Fig. 1: run 1, where the registers sit
Scale bar: 20 µm. Other sequential cells in the stronger grey, the rest of the logic in the fainter grey.
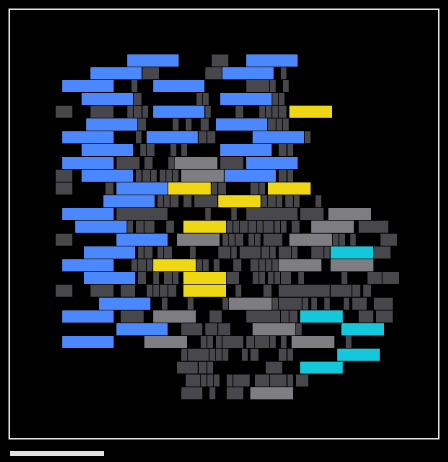
Fig. 2: run 1, I/O pins on the die edge
Pins as bars across the die edge, other pins in grey.
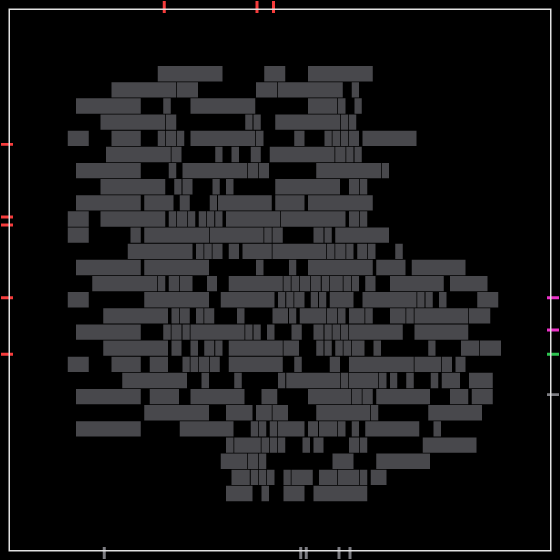
Fig. 3: run 1, gate-type map
Scale bar: 20 µm.
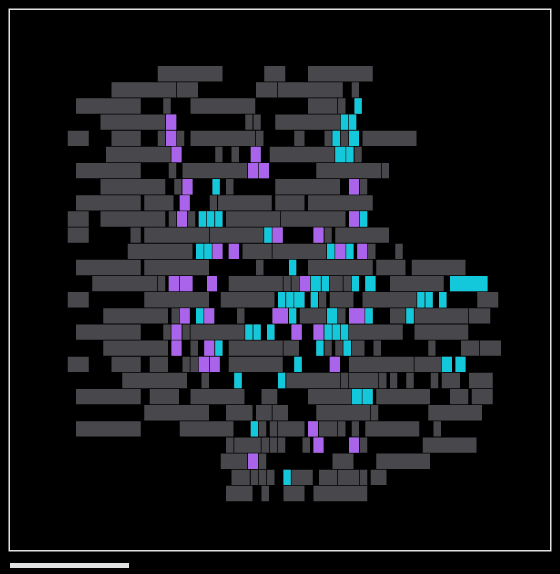
Fig. 4: run 1, wiring by layer
Two of the layers only.
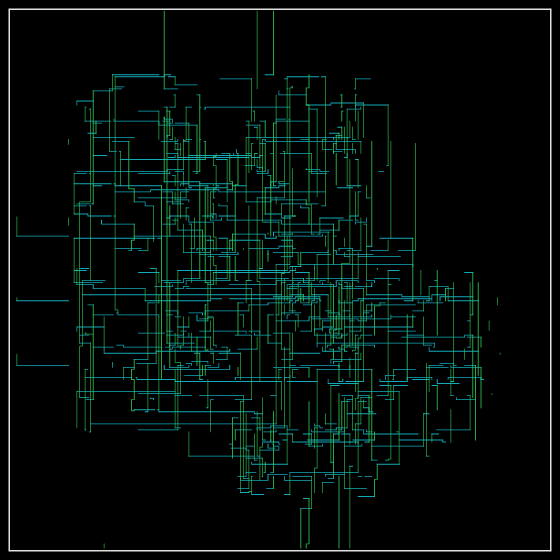
`config.mk`:
```
export PLATFORM = sky130hd
export DESIGN_NAME = qpsk_symbol_packer
export DESIGN_NICKNAME = d
export VERILOG_FILES = /design/src/rtl/qpsk_symbol_packer.sv
export SDC_FILE = /design/constraint.sdc
export NUM_CORES = 1
export LEC_CHECK = 0
export ABC_AREA = 1
export CAP_MARGIN = 5
export CORE_MARGIN = 8
export CORE_UTILIZATION = 45
export CTS_BUF_LIST = sky130_fd_sc_hd__clkbuf_4 sky130_fd_sc_hd__clkbuf_8
export DETAILED_ROUTE_END_ITERATION = 6
export PLACE_DENSITY = 0.74
export SETUP_SLACK_MARGIN = 0.5
export SLEW_MARGIN = 20
export SYNTH_ARGS = -nofsm -noshare
export SYNTH_HDL_FRONTEND = slang
export SYNTH_SLANG_ARGS = --single-unit
```
`constraint.sdc`:
```
create_clock -name clk -period 3.25 [get_ports clk]
set_clock_uncertainty 0.1 [all_clocks]
set_input_delay 0.65 -clock clk [delete_from_list [all_inputs] [get_ports clk]]
set_output_delay 0.65 -clock clk [all_outputs]
set_load 0.02 [all_outputs]
```
`src/rtl/qpsk_symbol_packer.sv`:
```
// rtl/qpsk_symbol_packer.sv - byte FIFO feeding a dibit serializer that holds each QPSK symbol for SYMBOL_CYCLES clocks
module qpsk_symbol_packer #(
    parameter int         SYMBOL_CYCLES = 20,
    parameter int         FIFO_DEPTH    = 4,
    parameter bit         MSB_FIRST     = 1'b1,
    parameter logic [1:0] IDLE_SYM      = 2'b00
) (
    input  logic       clk,
    input  logic       rst,
    input  logic [7:0] in_data,
    input  logic       in_valid,
    output logic       in_ready,
    output logic [1:0] out,
    output logic       out_valid,
    output logic       sym_strobe,
    output logic       underflow
);

    localparam int CW   = (SYMBOL_CYCLES > 1) ? $clog2(SYMBOL_CYCLES) : 1;
    localparam int AW   = $clog2(FIFO_DEPTH);
    localparam int CNTW = $clog2(FIFO_DEPTH + 1);

    typedef enum logic {
        ST_IDLE  = 1'b0,
        ST_SHIFT = 1'b1
    } state_t;

    logic [CW-1:0]   cnt_q, cnt_d;
    logic [AW-1:0]   wr_ptr_q, wr_ptr_d;
    logic [AW-1:0]   rd_ptr_q, rd_ptr_d;
    logic [CNTW-1:0] count_q, count_d;
    logic [7:0]      mem_q [FIFO_DEPTH];

    state_t          state_q, state_d;
    logic [1:0]      idx_q, idx_d;
    logic [7:0]      byte_q, byte_d;
    logic [1:0]      out_q, out_d;
    logic            out_valid_q, out_valid_d;
    logic            sym_strobe_q, sym_strobe_d;
    logic            underflow_q, underflow_d;

    logic            boundary;
    logic            full;
    logic            empty;
    logic            push;
    logic            pop;
    logic            need_byte;
    logic [7:0]      head;

    // Transmission position k maps to a byte bit-pair; MSB_FIRST reverses the walk.
    function automatic logic [1:0] dibit_sel(input logic [7:0] b, input logic [1:0] k);
        logic [1:0] pos;
        pos = MSB_FIRST ? (2'd3 - k) : k;
        return b[{pos, 1'b0} +: 2];
    endfunction

    assign boundary  = (cnt_q == CW'(SYMBOL_CYCLES - 1));
    assign full      = (count_q == CNTW'(FIFO_DEPTH));
    assign empty     = (count_q == '0);
    assign in_ready  = !full;
    assign push      = in_valid && !full;
    assign need_byte = boundary && ((state_q == ST_IDLE) || (idx_q == 2'd3));
    assign pop       = need_byte && !empty;
    assign head      = mem_q[rd_ptr_q];

    always_comb begin
        cnt_d    = boundary ? '0 : cnt_q + CW'(1);
        wr_ptr_d = push ? wr_ptr_q + AW'(1) : wr_ptr_q;
        rd_ptr_d = pop ? rd_ptr_q + AW'(1) : rd_ptr_q;
        count_d  = count_q;
        if (push && !pop) begin
            count_d = count_q + CNTW'(1);
        end else if (pop && !push) begin
            count_d = count_q - CNTW'(1);
        end
    end

    always_comb begin
        state_d      = state_q;
        idx_d        = idx_q;
        byte_d       = byte_q;
        out_d        = out_q;
        out_valid_d  = out_valid_q;
        sym_strobe_d = boundary;
        underflow_d  = 1'b0;
        if (boundary) begin
            if ((state_q == ST_SHIFT) && (idx_q != 2'd3)) begin
                idx_d = idx_q + 2'd1;
                out_d = dibit_sel(byte_q, idx_q + 2'd1);
            end else if (!empty) begin
                state_d     = ST_SHIFT;
                idx_d       = 2'd0;
                byte_d      = head;
                out_d       = dibit_sel(head, 2'd0);
                out_valid_d = 1'b1;
            end else begin
                // Running dry mid-stream is an underflow; staying idle is not.
                state_d     = ST_IDLE;
                idx_d       = 2'd0;
                out_d       = IDLE_SYM;
                out_valid_d = 1'b0;
                underflow_d = (state_q == ST_SHIFT);
            end
        end
    end

    always_ff @(posedge clk or posedge rst) begin
        if (rst) begin
            cnt_q        <= '0;
            wr_ptr_q     <= '0;
            rd_ptr_q     <= '0;
            count_q      <= '0;
            state_q      <= ST_IDLE;
            idx_q        <= 2'd0;
            byte_q       <= 8'h00;
            out_q        <= IDLE_SYM;
            out_valid_q  <= 1'b0;
            sym_strobe_q <= 1'b0;
            underflow_q  <= 1'b0;
        end else begin
            cnt_q        <= cnt_d;
            wr_ptr_q     <= wr_ptr_d;
            rd_ptr_q     <= rd_ptr_d;
            count_q      <= count_d;
            state_q      <= state_d;
            idx_q        <= idx_d;
            byte_q       <= byte_d;
            out_q        <= out_d;
            out_valid_q  <= out_valid_d;
            sym_strobe_q <= sym_strobe_d;
            underflow_q  <= underflow_d;
        end
    end

    // Storage needs no reset: the count alone decides which entries are live.
    always_ff @(posedge clk) begin
        if (push) begin
            mem_q[wr_ptr_q] <= in_data;
        end
    end

    assign out        = out_q;
    assign out_valid  = out_valid_q;
    assign sym_strobe = sym_strobe_q;
    assign underflow  = underflow_q;

endmodule

```
==> results.json, run 1 <==
{
  "status": "complete, no violations",
  "buffers": 21,
  "vdd_drop_max_uv": 429,
  "finalPower_mw": 2.50,
  "critPathMaxFanout": 8,
  "maxPowerGroup": "registers",
  "p_clk_share_pct": 32.1,
  "ant_nets": 0,
  "grt_pass1_wl_um": 7520,
  "timing.critical_path.from": "idx_q[0]",
  "ys_sh_mux_pct": 0,
  "antenna_found_initial": 0,
  "drt_iter0_drc": 135,
  "crit_path_end_kind": "flop",
  "fp_util_pct": 46.2,
  "swShare_pct": 30.8,
  "comb_area_share_pct": 24.2,
  "slowest_stage": "dfrtp_1",
  "grt_max_degree": 28,
  "rr_worst_depth": 12,
  "drive_above_1_share_pct": 10.0,
  "powerClk_uw": 803,
  "clockNetworkAreaShare_pct": 7.94,
  "rr_startpoint": "idx_q[0]",
  "min_from": "cnt_q[0]",
  "placed_area_mm2": 0.00278,
  "synth.cell_area_mm2": 0.00253,
  "drc_errors": 0,
  "dp_hpwl_um": 3030,
  "nFlopsAndLatches": 59,
  "async_reset_ff_share_pct": 45.8,
  "die_w_um": 91.0,
  "largest_class": "registers",
  "synthesis.nets": 257,
  "cts_resized": 0,
  "power_leakage_nw": 1.30,
  "largest_reg_flops": 32,
  "intPower_mw": 1.73,
  "place_inst": 326,
  "synthTopCellsByCount": "nand2_1, edfxtp_1, inv_1, nor2_1, o21ai_0",
  "synthCells": 238,
  "yosys_area_mm2": 0.00253,
  "hold_viol_final": 0,
  "rrSetupSlack_ns": 0.74,
  "tapCellCount": 72,
  "ys_warn_count": 0,
  "path_class": "flop to flop",
  "clock_sinks": 59,
  "fillers": 494,
  "vias_per_cell": 4.89,
  "synth-cells-yosys": 238,
  "slew_violations": 0,
  "antennaDiodeCount": 0,
  "hold_depth": 1,
  "p_comb_share_pct": 24.0,
  "cts_tree": "yes",
  "via_count": 1671,
  "startpoint_type": "flop",
  "largest_area_cell": "edfxtp_1",
  "cts_inserted_buffers": 9,
  "combGateArea_um2": 732,
  "yosysMostFrequentCell": "nand2_1",
  "regMostFlops": "mem_q",
  "bufAreaShareNonClock_pct": 6.54,
  "post_cts_buffers": 0,
  "sequentialPowerShare_pct": 43.8,
  "drv_cap": 0,
  "slowest_delay_ns": 0.46,
  "setup_viol": 0,
  "first_pass_iters": 4,
  "nNetsFinal": 284,
  "path_delay_family": "adder cells",
  "min_period_ns": 2.51,
  "reg2reg_to": "count_q[2]",
  "core_area_mm2": 0.00547,
  "grt_pass1_vias": 1595,
  "largestRegisters": "mem_q (32), byte_q (8), cnt_q (5)",
  "wl_per_cell_um": 13.1,
  "endpoint": "count_q[2]",
  "worst_slew_pin_slew_ns": 0.558,
  "clkTransAtPathRegs_ns": 0.07,
  "utilization_pct": 55.3,
  "avgSynthCellArea_um2": 10.6,
  "fmaxAchievable_mhz": 399,
  "rows": 27,
  "required_ns": 3.36,
  "yosysUniqueCellTypes": 23,
  "edf_count": 32,
  "synth-seq-cells": 59,
  "max-slew-margin-rel_pct": 62.8,
  "top_area_share_pct": 38.0,
  "pin_count": 17,
  "synth-xor-area-share_pct": 2.08,
  "arrival_ns": 2.62,
  "postSynthSeqShare_pct": 64.7,
  "p_switching_uw": 770,
  "hold_ws_ns": 0.362,
  "area_growth_pct": 19.5,
  "num-nonclk-inverters": 34,
  "hold_end": "cnt_q[0]",
  "hp-class": "flop to flop",
  "comb_cell_power_uw": 601,
  "insertion_delay_ns": 0.33,
  "nClkBuffers": 9,
  "ff_type": "edfxtp_1",
  "dpl_worst_slack_ns": 0.667,
  "ys_sh_adder_pct": 4.25,
  "comb_cells": 140,
  "fin_ws_ns": 0.744,
  "timing.setup.tns_ns": 0,
  "area_leaders": "edfxtp_1, dfrtp_1, nand2_1",
  "fin_area_mm2": 0.00302,
  "fin_crit_sh_pct": 77.1
}
Back to the opening pictures, Fig. 1:
- blue: mem_q (flops 32)
- cyan: cnt_q (flops 5; where bottom right)
- yellow: byte_q (flops 8; where middle)
seq pwr: 1.10 mW
Reg area: 0.00164 mm²
Seq area share: 54.1%

Back to the opening pictures, Fig. 2:
- magenta: out (pins 2; direction output; edge right)
- green: sym_strobe (pins 1; direction output; edge right)
- red: in_data (pins 8; direction input; edge 5 left, 3 top)
- all pins by edge: 5 bottom, 5 left, 4 right, 3 top
Die Y-Extent: 91.0 µm
input/output buffers: 16

Back to the opening pictures, Fig. 3:
- purple: inverting AOI/OAI gates (cells 37; most used o21ai_0; where middle)
- cyan: NAND gates (cells 53; most used nand2_1)

Back to the opening pictures, Fig. 4:
- cyan: metal 1 (wire length 1920 µm)
- green: metal 2 (wire length 2250 µm)

==> run 1: layer usage <==
metal	up-vias	GRT usage [%]	share of wire, %
met3	10	3.29	4.8
li1	828	-	-
met5	-	0	0
met2	34	18.6	50
met4	0	8.46	2.2
met1	799	13.1	43
==> run 1: cell usage in the layout (no fill, tap or decap), types with 2 or more instances in the layout <==
master           count
edfxtp_1            32
nor2_1              32
buf_4                5
nand3_1             10
nand2_1             42
clkbuf_8             9
clkinv_2             2
inv_1               32
a21oi_1              3
dfrtp_1             27
bufinv_16            3
inv_2                2
xnor2_1              2
clkdlybuf4s50_1     16
o21ai_0             31
ha_1                 7
nor2_4               2
xor2_1               4
Fig. 5: run 1, the clock network
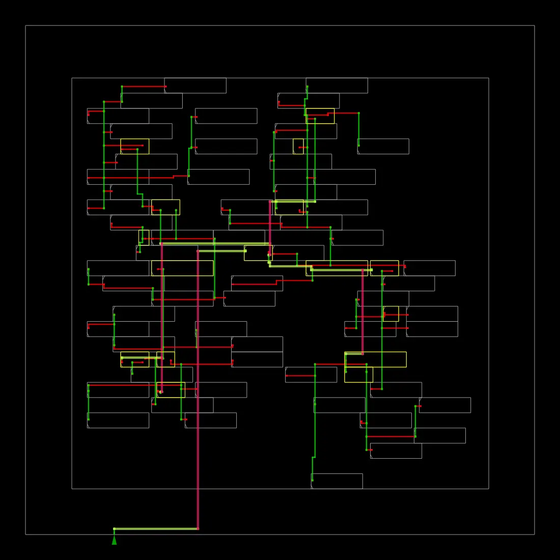

==> run 1 -> run 2 <==
--- a/config.mk
+++ b/config.mk
@@ -11,7 +11,7 @@
 export CORE_UTILIZATION = 45
 export CTS_BUF_LIST = sky130_fd_sc_hd__clkbuf_4 sky130_fd_sc_hd__clkbuf_8
 export DETAILED_ROUTE_END_ITERATION = 6
-export PLACE_DENSITY = 0.74
+export PLACE_DENSITY = 0.76
 export SETUP_SLACK_MARGIN = 0.5
 export SLEW_MARGIN = 20
 export SYNTH_ARGS = -nofsm -noshare
==> constraint.sdc (replaced) <==
create_clock -name clk -period 2.25 [get_ports clk]
set_clock_uncertainty 0.1 [all_clocks]
set_input_delay 0.45 -clock clk [delete_from_list [all_inputs] [get_ports clk]]
set_output_delay 0.45 -clock clk [all_outputs]
set_load 0.02 [all_outputs]
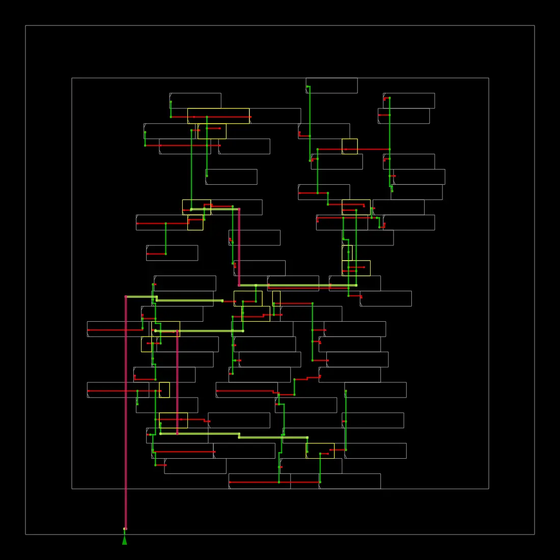
Fig. 6. The clock network (run 2).
Sink Count: 59
Latency at later pin: 0.33 ns
FF+latch count: 59

==> run 2 against run 1 <==
Net effect: die area stayed put; hold slack better by 0.00058 ns; first-iteration DRC count is 36% higher; clock power is 12% higher; final area is 5.4% higher; setup slack worse by 0.50 ns; sequential cell count stayed put; synthesized cell count stayed put; non-clock buffer count is 21 higher; critical path type unchanged.
==> results.json, run 2 <==
{
  "grt_pass1_wl_um": 7820,
  "arrival_ns": 2.11,
  "cp_cell_sequence": "ha_4, nor2_4, inv_2, nand2_4, inv_4, nand2_4, ha_4, inv_4, fa_2, a21oi_2, o21ai_1, xor2_1",
  "slowest_stage": "dfrtp_1",
  "cts_max_path_buffers": 2,
  "fmaxAchievable_mhz": 499,
  "timing.setup.tns_ns": 0,
  "dieArea_mm2": 0.00828,
  "area_growth_pct": 26.0,
  "synthesis.nets": 257,
  "layout_top_cells": "nand2_1, edfxtp_1, nor2_1",
  "path_class": "flop to flop",
  "area_leaders": "edfxtp_1, dfrtp_1, nand2_1",
  "largest_class": "registers",
  "slowest_delay_ns": 0.41,
  "synthTopCellsByCount": "nand2_1, edfxtp_1, inv_1, nor2_1, o21ai_0",
  "timing.critical_path.from": "idx_q[1]",
  "power_density_mw_per_mm2": 1110,
  "edf_count": 32,
  "hp-class": "flop to flop",
  "avgSynthCellArea_um2": 10.6,
  "placed_area_mm2": 0.00286,
  "regMostFlops": "mem_q",
  "wl_per_cell_um": 13.4,
  "fp_util_pct": 46.2,
  "crit_cells": 12,
  "port_buffers": 16,
  "core_area_mm2": 0.00547,
  "drc_errors": 0,
  "rr_startpoint": "idx_q[1]",
  "yosysMostFrequentCell": "nand2_1",
  "fillers": 450,
  "hold_ws_ns": 0.363,
  "async_reset_ff_share_pct": 45.8,
  "first_pass_iters": 4,
  "htree_num_levels": 3,
  "synthCells": 238,
  "grt_max_degree": 28,
  "status": "complete, no violations",
  "combGateArea_um2": 796,
  "dp_hpwl_um": 3120,
  "via_count": 1740,
  "seq_share_pct": 51.4,
  "rsz0062_at_grt": "true",
  "power_leakage_nw": 1.40,
  "dpl_worst_slack_ns": 0.0371,
  "warnings": 32,
  "crit_path_end_kind": "flop",
  "utilization_pct": 58.2,
  "bufAreaShareNonClock_pct": 10.8,
  "slew_violations": 0,
  "vias_per_cell": 4.79,
  "wl_um": 4850,
  "hold_viol_final": 0,
  "pin_count": 17,
  "largest_area_cell": "edfxtp_1",
  "comb_cells": 140,
  "fin_crit_sh_pct": 89.0,
  "finalPower_mw": 3.54,
  "routabilityCongestion": 0.855,
  "nClkBuffers": 10,
  "cts_inserted_buffers": 9,
  "fin_area_mm2": 0.00319,
  "die_w_um": 91.0,
  "antennaDiodeCount": 0,
  "reg2reg_to": "count_q[2]",
  "synth-cells-yosys": 238,
  "grt_pass1_vias": 1715,
  "critPathMaxFanout": 2,
  "postSynthSeqShare_pct": 64.7,
  "startpoint_type": "flop",
  "critPathBufInv": 3,
  "drt_iter0_drc": 184,
  "nNetsFinal": 305,
  "synth.cell_area_mm2": 0.00253,
  "num-nonclk-inverters": 34,
  "drv_cap": 0,
  "drive_above_1_share_pct": 21.0,
  "ys_warn_count": 0,
  "clockNetworkAreaShare_pct": 5.89,
  "path_delay_family": "adder cells",
  "vdd_drop_max_uv": 524,
  "fin_cells": 363,
  "min_period_ns": 2.00,
  "yosys_area_mm2": 0.00253,
  "worst_slew_pin_slew_ns": 0.542,
  "comb_area_share_pct": 25.0,
  "cts_tree": "yes",
  "max-slew-margin-rel_pct": 63.9,
  "root_buffer": "clkbuf_8",
  "buffers": 42,
  "synth-seq-cells": 59,
  "hold_end": "cnt_q[0]",
  "endpoint": "count_q[2]",
  "hold_depth": 1,
  "grtUsageTotal_pct": 12.1,
  "place_inst": 331,
  "min_from": "cnt_q[0]",
  "top_area_share_pct": 38.0,
  "rr_worst_depth": 12,
  "largest_reg_flops": 32,
  "yosysUniqueCellTypes": 23,
  "rows": 27,
  "antenna_found_initial": 0,
  "die_h_um": 91.0,
  "grt_overflow_total": 0,
  "clkTransAtPathRegs_ns": 0.07,
  "rrSetupSlack_ns": 0.25,
  "lay_top_count": "nand2_1",
  "tapCellCount": 72,
  "largestRegisters": "mem_q (32), byte_q (8), cnt_q (5)",
  "ant_nets": 0,
  "fin_ws_ns": 0.248,
  "ff_type": "edfxtp_1",
  "setup_viol": 0,
  "regArea_mm2": 0.00164,
  "required_ns": 2.35
}
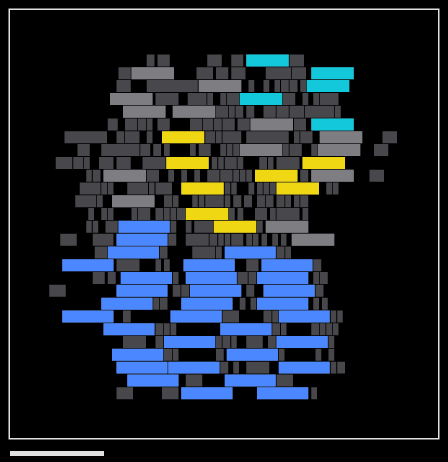
Fig. 7. Where the registers sit (run 2).
Scale bar: 20 µm. Other sequential cells in the stronger grey, the rest of the logic in the fainter grey.
- cyan: cnt_q (flops 5; where top right)
- blue: mem_q (flops 32)
- yellow: byte_q (flops 8; where middle)
- not coloured: 14

run 2: metal layers:
layer,wire length (µm),GRT usage [%]
met1,2070,13.5
met2,2520,20.3
met5,0,0
met4,80,6.55
met3,176,3.70
run 2: kinds of logic (layout without fill, tap and decap cells):
group,Yosys count,in the layout,share of synthesized area (%)
compound gates,37,37,7.57
xor+xnor,6,6,2.08
fa+ha+maj,8,8,4.25
buf+inv,39,92,6.38
flops,59,59,64.7
simple gates,89,89,15.0
run 2: power by group:
part           internal (mW)  switching [mW]
registers               1.43           0.145
logic                  0.441           0.621
clock network          0.513           0.388
total                   2.38            1.15
run 2: repair_timing:
item | 4_1_cts | 5_1_grt
endpoints found under the setup margin | 8 | 5
hold buffers | 0 | 0
cloned | 0 | 0
pin swaps | 5 | 7
resized | 8 | 9
buffers inserted | 5 | 11
Power and IR drop assume default switching activity.
